File: src/rtl/gpreg_seq_pkg.sv
// Shared definitions for the general-purpose register micro-sequencer.
// Holds the request opcode encoding and the sequencer state type.
package gpreg_seq_pkg;

    localparam logic [1:0] OP_MOV = 2'b00;
    localparam logic [1:0] OP_ALU = 2'b01;
    localparam logic [1:0] OP_IN  = 2'b10;
    localparam logic [1:0] OP_OUT = 2'b11;

    typedef enum logic [1:0] {
        ST_IDLE   = 2'd0,
        ST_SETTLE = 2'd1,
        ST_XFER   = 2'd2
    } state_t;

endpackage

File: src/rtl/gpreg_sequencer_if.sv
// Register-transfer request channel between the instruction decoder and the sequencer.
// The decoder drives through the master modport; the sequencer uses the slave modport.
interface gpreg_sequencer_if #(
    parameter int IDXW = 2
);
    logic            REQ_valid;
    logic            REQ_ready;
    logic [1:0]      REQ_op;
    logic [IDXW-1:0] REQ_src;
    logic [IDXW-1:0] REQ_rhs;
    logic [IDXW-1:0] REQ_dst;

    modport master (
        output REQ_valid, REQ_op, REQ_src, REQ_rhs, REQ_dst,
        input  REQ_ready
    );

    modport slave (
        input  REQ_valid, REQ_op, REQ_src, REQ_rhs, REQ_dst,
        output REQ_ready
    );
endinterface

File: src/rtl/onehot_bar_dec.sv
// Index-to-strobe decoder: active-low one-hot of idx when enabled.
// Yields all ones when disabled or when idx does not name an existing register.
module onehot_bar_dec #(
    parameter int NREGS = 4,
    parameter int IDXW  = 2
) (
    input  logic [IDXW-1:0]  idx,
    input  logic             en,
    output logic [NREGS-1:0] bar
);

    always_comb begin
        bar = '1;
        for (int i = 0; i < NREGS; i++) begin
            if (en && (32'(idx) == i)) begin
                bar[i] = 1'b0;
            end
        end
    end

endmodule

File: src/rtl/gpreg_sequencer.sv
// Micro-sequencer issuing register-bank bus strobes for one transfer request at a time.
// Define GPREG_SEQ_FAST_EN to skip the SETTLE cycle (2-cycle instead of 3-cycle requests).
module gpreg_sequencer
    import gpreg_seq_pkg::*;
#(
    parameter int NREGS = 4,
    parameter int IDXW  = 2
) (
    input  logic                CLK,
    input  logic                RST,
    gpreg_sequencer_if.slave    req,
    output logic [NREGS-1:0]    LOAD_bar,
    output logic [NREGS-1:0]    ASSERT_bar,
    output logic [NREGS-1:0]    ASSERT_LHS_bar,
    output logic [NREGS-1:0]    ASSERT_RHS_bar,
    output logic                ALU_ASSERT_bar,
    output logic                EXT_ASSERT_bar,
    output logic                EXT_LOAD_bar,
    output logic                DONE,
    output logic                ERR
);

    state_t          state;
    state_t          state_nx;
    logic            accept;

    logic [1:0]      op_q, op_nx;
    logic [IDXW-1:0] src_q, src_nx;
    logic [IDXW-1:0] rhs_q, rhs_nx;
    logic [IDXW-1:0] dst_q, dst_nx;
    logic            err_q, err_nx;
    logic            ready_q;

    logic            bus_en, lr_en, load_en;
    logic            alu_assert_d, ext_assert_d, ext_load_d, done_d, err_d, ready_d;
    logic [NREGS-1:0] load_d, assert_d, lhs_d, rhs_d;

    function automatic logic out_of_range(input logic [IDXW-1:0] idx);
        return 32'(idx) >= NREGS;
    endfunction

    assign accept        = (state == ST_IDLE) && req.REQ_valid;
    assign req.REQ_ready = ready_q;

    always_ff @(posedge CLK or posedge RST) begin
        if (RST) begin
            state <= ST_IDLE;
        end else begin
            state <= state_nx;
        end
    end

    always_comb begin
        state_nx = state;
        case (state)
            ST_IDLE: begin
                if (req.REQ_valid) begin
`ifdef GPREG_SEQ_FAST_EN
                    state_nx = ST_XFER;
`else
                    state_nx = ST_SETTLE;
`endif
                end
            end
            ST_SETTLE: state_nx = ST_XFER;
            ST_XFER:   state_nx = ST_IDLE;
            default:   state_nx = ST_IDLE;
        endcase
    end

    // Request fields seen by the output logic: fresh from the bus on accept, else the latched copy.
    always_comb begin
        op_nx  = op_q;
        src_nx = src_q;
        rhs_nx = rhs_q;
        dst_nx = dst_q;
        err_nx = err_q;
        if (accept) begin
            op_nx  = req.REQ_op;
            src_nx = req.REQ_src;
            rhs_nx = req.REQ_rhs;
            dst_nx = req.REQ_dst;
            case (req.REQ_op)
                OP_MOV:  err_nx = out_of_range(req.REQ_src) || out_of_range(req.REQ_dst);
                OP_ALU:  err_nx = out_of_range(req.REQ_src) || out_of_range(req.REQ_rhs)
                                  || out_of_range(req.REQ_dst);
                OP_IN:   err_nx = out_of_range(req.REQ_dst);
                default: err_nx = out_of_range(req.REQ_src);
            endcase
        end
    end

    always_ff @(posedge CLK or posedge RST) begin
        if (RST) begin
            op_q  <= OP_MOV;
            src_q <= '0;
            rhs_q <= '0;
            dst_q <= '0;
            err_q <= 1'b0;
        end else begin
            op_q  <= op_nx;
            src_q <= src_nx;
            rhs_q <= rhs_nx;
            dst_q <= dst_nx;
            err_q <= err_nx;
        end
    end

    // Strobe values for the coming cycle, derived from the state being entered so every output is a flop.
    always_comb begin
        bus_en       = 1'b0;
        lr_en        = 1'b0;
        load_en      = 1'b0;
        alu_assert_d = 1'b1;
        ext_assert_d = 1'b1;
        ext_load_d   = 1'b1;
        if ((state_nx != ST_IDLE) && !err_nx) begin
            bus_en       = (op_nx == OP_MOV) || (op_nx == OP_OUT);
            lr_en        = (op_nx == OP_ALU);
            ext_assert_d = !(op_nx == OP_IN);
            if (state_nx == ST_XFER) begin
                load_en      = (op_nx != OP_OUT);
                alu_assert_d = !(op_nx == OP_ALU);
                ext_load_d   = !(op_nx == OP_OUT);
            end
        end
        done_d  = (state == ST_XFER);
        err_d   = (state == ST_XFER) && err_q;
        ready_d = (state_nx == ST_IDLE);
    end

    onehot_bar_dec #(.NREGS(NREGS), .IDXW(IDXW)) u_dec_assert (
        .idx (src_nx),
        .en  (bus_en),
        .bar (assert_d)
    );

    onehot_bar_dec #(.NREGS(NREGS), .IDXW(IDXW)) u_dec_lhs (
        .idx (src_nx),
        .en  (lr_en),
        .bar (lhs_d)
    );

    onehot_bar_dec #(.NREGS(NREGS), .IDXW(IDXW)) u_dec_rhs (
        .idx (rhs_nx),
        .en  (lr_en),
        .bar (rhs_d)
    );

    onehot_bar_dec #(.NREGS(NREGS), .IDXW(IDXW)) u_dec_load (
        .idx (dst_nx),
        .en  (load_en),
        .bar (load_d)
    );

    // Reset releases every strobe asynchronously so an interrupted load never completes.
    always_ff @(posedge CLK or posedge RST) begin
        if (RST) begin
            LOAD_bar       <= '1;
            ASSERT_bar     <= '1;
            ASSERT_LHS_bar <= '1;
            ASSERT_RHS_bar <= '1;
            ALU_ASSERT_bar <= 1'b1;
            EXT_ASSERT_bar <= 1'b1;
            EXT_LOAD_bar   <= 1'b1;
            DONE           <= 1'b0;
            ERR            <= 1'b0;
            ready_q        <= 1'b0;
        end else begin
            LOAD_bar       <= load_d;
            ASSERT_bar     <= assert_d;
            ASSERT_LHS_bar <= lhs_d;
            ASSERT_RHS_bar <= rhs_d;
            ALU_ASSERT_bar <= alu_assert_d;
            EXT_ASSERT_bar <= ext_assert_d;
            EXT_LOAD_bar   <= ext_load_d;
            DONE           <= done_d;
            ERR            <= err_d;
            ready_q        <= ready_d;
        end
    end

endmodule

File: src/flat_wrapper.sv
// flat-port wrapper written by rule: the top's interface ports become plain ports
module gpreg_sequencer_flat import gpreg_seq_pkg::*;
#(
    parameter int NREGS = 4,
    parameter int IDXW  = 2
)
  (CLK, RST, LOAD_bar, ASSERT_bar, ASSERT_LHS_bar, ASSERT_RHS_bar, ALU_ASSERT_bar, EXT_ASSERT_bar, EXT_LOAD_bar, DONE, ERR, req_REQ_valid, req_REQ_op, req_REQ_src, req_REQ_rhs, req_REQ_dst, req_REQ_ready);
  gpreg_sequencer_if #(.IDXW(IDXW)) req_i ();
  input  logic CLK;
  input  logic RST;
  output logic [NREGS-1:0] LOAD_bar;
  output logic [NREGS-1:0] ASSERT_bar;
  output logic [NREGS-1:0] ASSERT_LHS_bar;
  output logic [NREGS-1:0] ASSERT_RHS_bar;
  output logic ALU_ASSERT_bar;
  output logic EXT_ASSERT_bar;
  output logic EXT_LOAD_bar;
  output logic DONE;
  output logic ERR;
  input wire logic [$bits(req_i.REQ_valid)-1:0] req_REQ_valid;
  input wire logic [$bits(req_i.REQ_op)-1:0] req_REQ_op;
  input wire logic [$bits(req_i.REQ_src)-1:0] req_REQ_src;
  input wire logic [$bits(req_i.REQ_rhs)-1:0] req_REQ_rhs;
  input wire logic [$bits(req_i.REQ_dst)-1:0] req_REQ_dst;
  output wire logic [$bits(req_i.REQ_ready)-1:0] req_REQ_ready;
  assign req_i.REQ_valid = req_REQ_valid;
  assign req_i.REQ_op = req_REQ_op;
  assign req_i.REQ_src = req_REQ_src;
  assign req_i.REQ_rhs = req_REQ_rhs;
  assign req_i.REQ_dst = req_REQ_dst;
  assign req_REQ_ready = req_i.REQ_ready;
  gpreg_sequencer #(.NREGS(NREGS), .IDXW(IDXW)) u_core (.CLK(CLK), .RST(RST), .req(req_i), .LOAD_bar(LOAD_bar), .ASSERT_bar(ASSERT_bar), .ASSERT_LHS_bar(ASSERT_LHS_bar), .ASSERT_RHS_bar(ASSERT_RHS_bar), .ALU_ASSERT_bar(ALU_ASSERT_bar), .EXT_ASSERT_bar(EXT_ASSERT_bar), .EXT_LOAD_bar(EXT_LOAD_bar), .DONE(DONE), .ERR(ERR));
endmodule
File: config.mk
export PLATFORM = sky130hd
export DESIGN_NAME = gpreg_sequencer_flat
export DESIGN_NICKNAME = d
export VERILOG_FILES = /design/src/rtl/gpreg_seq_pkg.sv /design/src/rtl/gpreg_sequencer_if.sv /design/src/rtl/onehot_bar_dec.sv /design/src/rtl/gpreg_sequencer.sv /design/src/flat_wrapper.sv
export SDC_FILE = /design/constraint.sdc
export NUM_CORES = 1
export LEC_CHECK = 0
export ABC_AREA = 1
export CORE_MARGIN = 2
export CORE_UTILIZATION = 35
export DETAILED_ROUTE_END_ITERATION = 10
export DONT_BUFFER_PORTS = 1
export PLACE_DENSITY = 0.46
export SYNTH_ARGS = -nofsm -noshare
export SYNTH_HDL_FRONTEND = slang
export SYNTH_SLANG_ARGS = --single-unit
File: constraint.sdc
create_clock -name CLK -period 2 [get_ports CLK]
set_input_delay 0.2 -clock CLK [delete_from_list [all_inputs] [get_ports CLK]]
set_output_delay 0.2 -clock CLK [all_outputs]
set_load 0.03 [all_outputs]
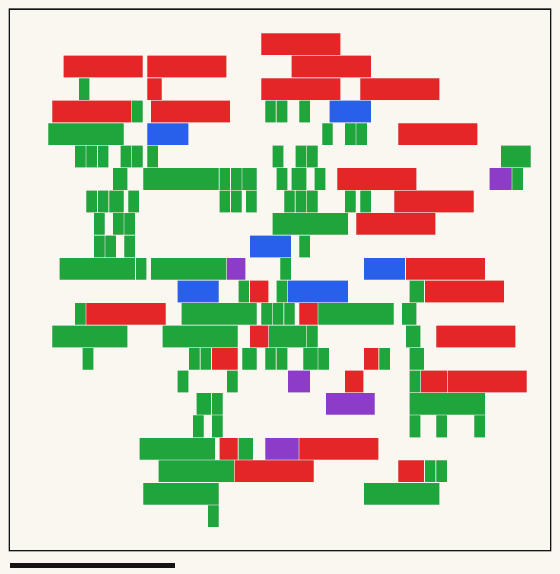
**Above:** run 1 (sizing map).
Bar = 20 µm.
legend:
  _0 and _1 cells:
    colour: green
    cells: 96
    share: 71%
  _2 cells:
    colour: red
    cells: 29
    share: 21%
  _3 and _4 cells:
    colour: purple
    cells: 5
    share: 3.7%
  _6 and larger:
    colour: blue
    cells: 6
    share: 4.4%

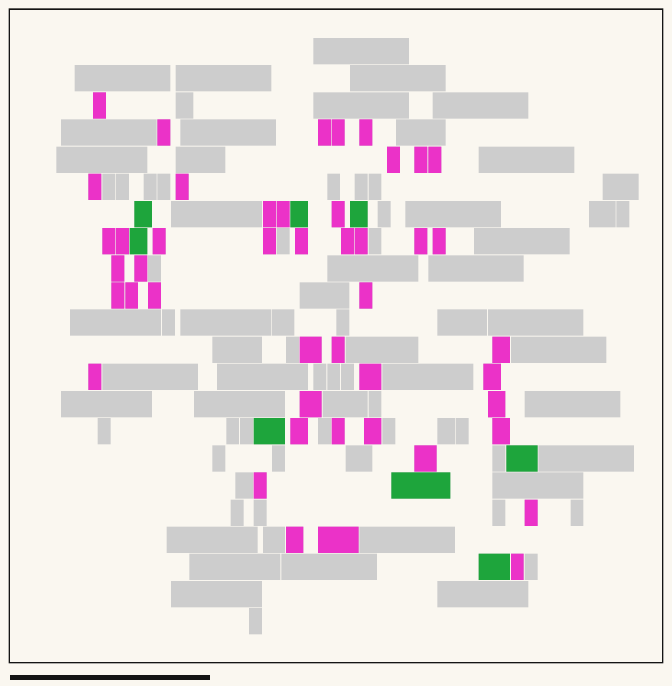
**Above:** run 1 (logic cells by family).
Bar = 20 µm.
legend:
  inverting AOI/OAI gates:
    colour: green
    cells: 8
  NAND gates:
    colour: magenta
    cells: 46
    most_used: nand2_1

==> changes_impl.md, run 1 <==
### Implementation results

- Outcome: finished, final reports clean
- Die H: 65.3 µm
- Startpoint types: flip-flop
- Nets at Floorplan: 139
- #MultiIn Comb: 70
- Placed inst area: 1360 µm²
- Number of top-level pins: 33
- Cells after DPL: 175
- Port Buffers: 0
- Dominant logic cell type in the layout: nand2_1
- Met1 Usage GRT: 0.128
- # Cells Yosys: 127
- Final core utilization: 0.400
- GP Congestion: 0.707
- Die X: 65.3 µm
- Flip-flops with a built-in enable: 0
- Combinational power share: 0.179
- Largest area contributor in the netlist: dfstp_2
- Mux share: 0
- H-Tree Level Count: 2
- Worst hold slack: 0.0903 ns
- Total Power: 1.65 mW
- Final ANT Viol Nets: 0
- Initial antenna violation count: 0
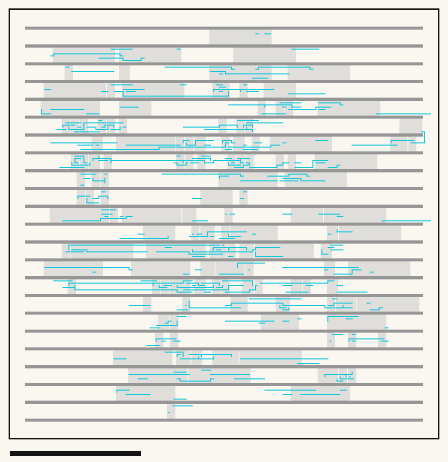
**Above:** run 1 (M1 wires).
Bar = 20 µm. Supply wires on this layer in grey.
main direction: horizontal
share of all routed wire: 41%

==> run 1: registers in the layout, summed over array words and instances, names as in the netlist, 2 cells and up <==
name,cells
u_core.ASSERT_LHS_bar,4
u_core.ASSERT_RHS_bar,4
u_core.ASSERT_bar,4
u_core.LOAD_bar,4
u_core.dst_q,2
u_core.op_q,2
u_core.rhs_q,2
u_core.src_q,2
u_core.state,2
==> run 1: power groups by stage <==
| stage | Combinational [mW] | Clock (mW) | Sequential (mW) |
|---|---|---|---|
| finish | 0.295 | 0.464 | 0.894 |
| global route | 0.353 | 0.519 | 0.903 |
| CTS | 0.302 | 0.487 | 0.896 |
| detailed placement | 0.299 | 0 | 0.906 |
| global placement | 0.295 | 0 | 0.904 |
| floorplan | 0.258 | 0 | 0.895 |
**Run 1: cell classes on the final placement**

Bar = 20 µm.
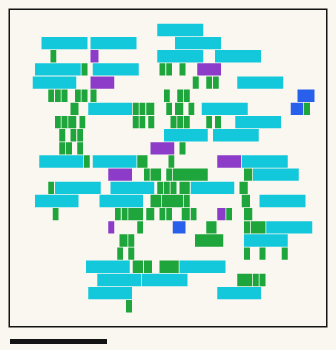

==> run 2, diff against run 1 <==
PLACE_DENSITY = 0.48   (was 0.46)
clock period = 1.5 ns   (was 2 ns; I/O delays follow)
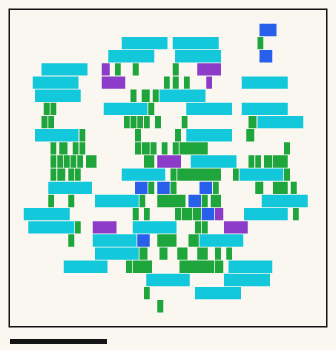
**Above:** run 2 (cell classes on the final placement).
Bar = 20 µm.
legend:
  combinational and other logic:
    colour: green
    cells: 92
  other buffers and delay cells:
    colour: blue
    cells: 8
  flops:
    colour: cyan
    cells: 33
  clock drivers and dummy loads:
    colour: purple
    cells: 8

==> run 2 against run 1 <==
Wire length grew 5.6%. Sequential share of layout area shrank 2.6 points. Sequential power rose by 33%. Maximum frequency rose by 16%. Via count grew 6.6%. Critical path type unchanged. Worst hold slack got worse by 0.076 ns. Synthesized area stayed put. Clock skew increased by 0.0043 ns. Utilization up 1.9 points. Worst setup slack got worse by 0.27 ns.
==> changes_impl.md, run 2 <==
### Implementation results

- Final ANT Viol Nets: 0
- CP max FO: 5
- Flip-flops with a built-in enable: 0
- Worst hold slack: 0.0146 ns
- Port Buffers: 0
- Die H: 65.3 µm
- Simple-gate area share of the yosys netlist: 0.209
- Number of top-level pins: 33
- Mux share: 0
- Seq. pwr: 1.19 mW
- Nets at Floorplan: 139
- GP Congestion: 0.722
- Outcome: finished, final reports clean
- H-Tree Level Count: 2
- Clock Power: 0.617 mW
- Cells after DPL: 179
- Dominant logic cell type in the layout: nand2_1
- Initial antenna violation count: 0
- Total Power: 2.27 mW
- Met1 Usage GRT: 0.121
- Heaviest power group: registers
- Largest area contributor in the netlist: dfstp_2
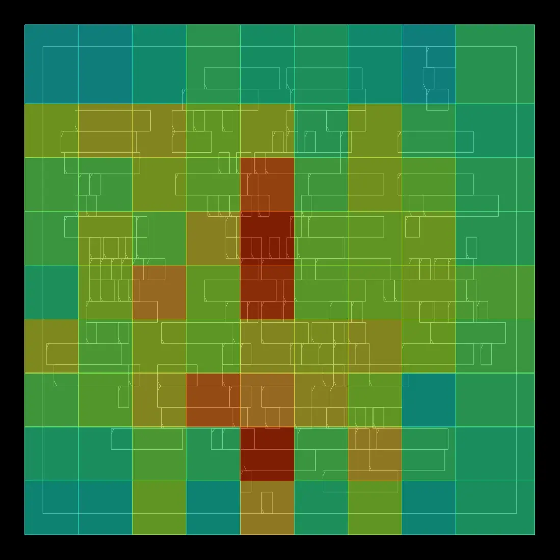
**Above:** run 2 (routing congestion map).
global-route met2 utilization: 0.224
met3 global-route usage: 0.0736
final core utilization: 0.418

run 2: logic make-up after synthesis:
group	after synthesis
fa+ha+maj	1
flops	33
compound gates	8
simple gates	61
buf+inv	24
run 2: final cells by class:
cell class	count	area, µm²
Fill cell	381	2110
Sequential cell	33	850
Timing Repair Buffer	8	62.6
Clock buffer	6	72.6
Tap cell	48	60.1
Inverter	22	85.1
Multi-Input combinational cell	70	380
Clock inverter	2	10.0
run 2: metal layers:
| metal | part of all wire | wire length (µm) | up-vias |
|---|---|---|---|
| li1 | - | - | 403 |
| met1 | 0.37 | 865 | 408 |
| met2 | 0.52 | 1240 | 23 |
| met3 | 0.086 | 204 | 5 |
| met4 | 0.022 | 53 | 0 |
| met5 | 0 | 0 | - |
**Run 2: M1 wires**

Bar = 20 µm. Supply wires on this layer in grey.
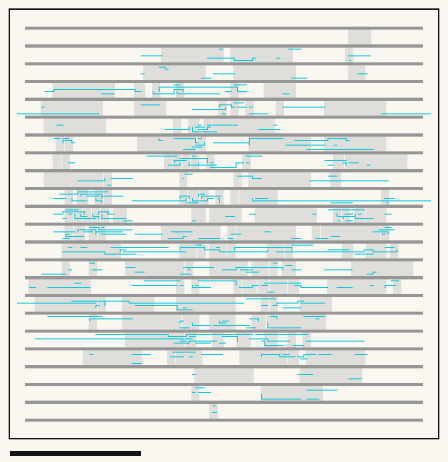

==> run 3, diff against run 2 <==
CELL_PAD_IN_SITES_DETAIL_PLACEMENT = 1   (was unset)
CELL_PAD_IN_SITES_GLOBAL_PLACEMENT = 2   (was unset)
CORE_UTILIZATION = 33   (was 35)
PLACE_DENSITY = 0.68   (was 0.48)
clock period = 1.3 ns   (was 1.5 ns; I/O delays follow)
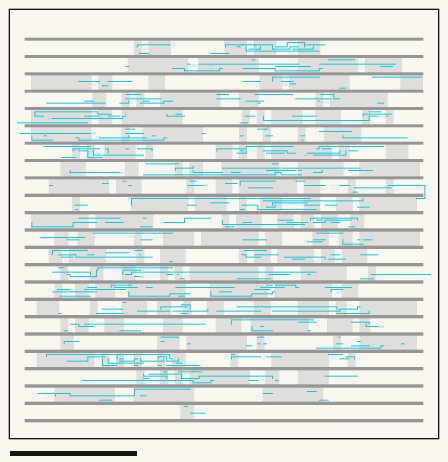
**Above:** run 3 (M1 wires).
Bar = 20 µm. Supply wires on this layer in grey.
share of all routed wire: 40%
main direction: horizontal
nets with wire on the layer: 150
wire length on this layer: 1250 µm

==> run 3 against run 2 <==
Final area increased by 21%. Critical path type unchanged. Combinational power rose by 91%. Utilization grew 7.4 points. The flow now finishes with violations (setup timing). First-iteration DRC count went up to 15 times the previous value. Critical path depth stayed put. Flip-flop count unchanged. Worst hold slack improved by 0.00074 ns. Maximum frequency is 1.6% lower. Sequential power rose by about 20%.
==> changes_impl.md, run 3 <==
### Implementation results

- Flip-flops with a built-in enable: 0
- Met3 WL: 164 µm
- GP Congestion: 0.748
- Switching power: 1.06 mW
- Final ANT Viol Nets: 0
- # Cells Yosys: 127
- Final worst slack: -0.140 ns
- Combinational power share: 0.270
- Combinational gate power: 0.877 mW
- H-Tree Level Count: 2
- Die X: 67.2 µm
- Root Buffer Master: clkbuf_8
- Final core utilization: 0.492
- Outcome: complete, but fails checks
- Met2 WL post-DR: 1610 µm
- Heaviest power group: registers
- Final setup violation count: 19
- Failing checks: setup timing
- Number of top-level pins: 33
- Int Pwr: 2.19 mW
- Clock Power: 0.990 mW
- Startpoint types: flip-flop
- Worst Setup SP: u_core.state[0]$_DFF_PP0_
- CP max FO: 6
- Port Buffers: 0
- Nets at Floorplan: 139
- Cells after DPL: 183
- Crit path DAT: 1.65 ns
- Met1 WL: 1250 µm
- Largest area contributor in the netlist: dfstp_2
- Global route overflow: 0
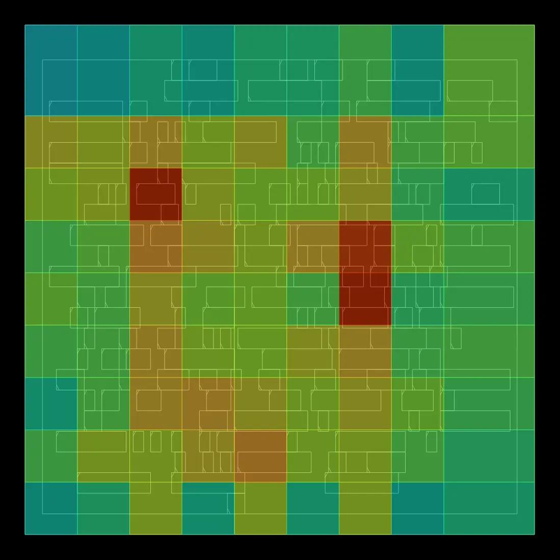
**Above:** run 3 (routing congestion map).
GRT busiest layer: met2
met3 global-route usage: 0.0667
global-route met2 utilization: 0.244
met1 Usage GRT: 0.161

==> run 3: what timing repair did <==
item | CTS | global route
setup endpoints to repair | 17 | 20
endpoints found under the hold margin | 17 | 2
pin swaps | 13 | 17
hold buffers | 4 | 1
setup buffers | 3 | 4
cloned | 1 | 1
resized | 29 | 22
==> run 3: area by class of cell <==
cell class                      instances  area [µm²]  area share
Clock buffer                            7        86.3      0.0468
Tap cell                               48        60.1      0.0326
Timing Repair Buffer                   22         208       0.113
Multi-Input combinational cell         71         519       0.282
Clock inverter                          1        30.0      0.0163
Inverter                               22        90.1      0.0489
Sequential cell                        33         850       0.461
==> run 3: cells by family after synthesis <==
logic type / share of synthesized area
compound gates: 0.0475
fa+ha+maj: 0.00950
buf+inv: 0.0884
flops: 0.645
simple gates: 0.209
No activity file was given, so power comes from the tool's default toggle rates.
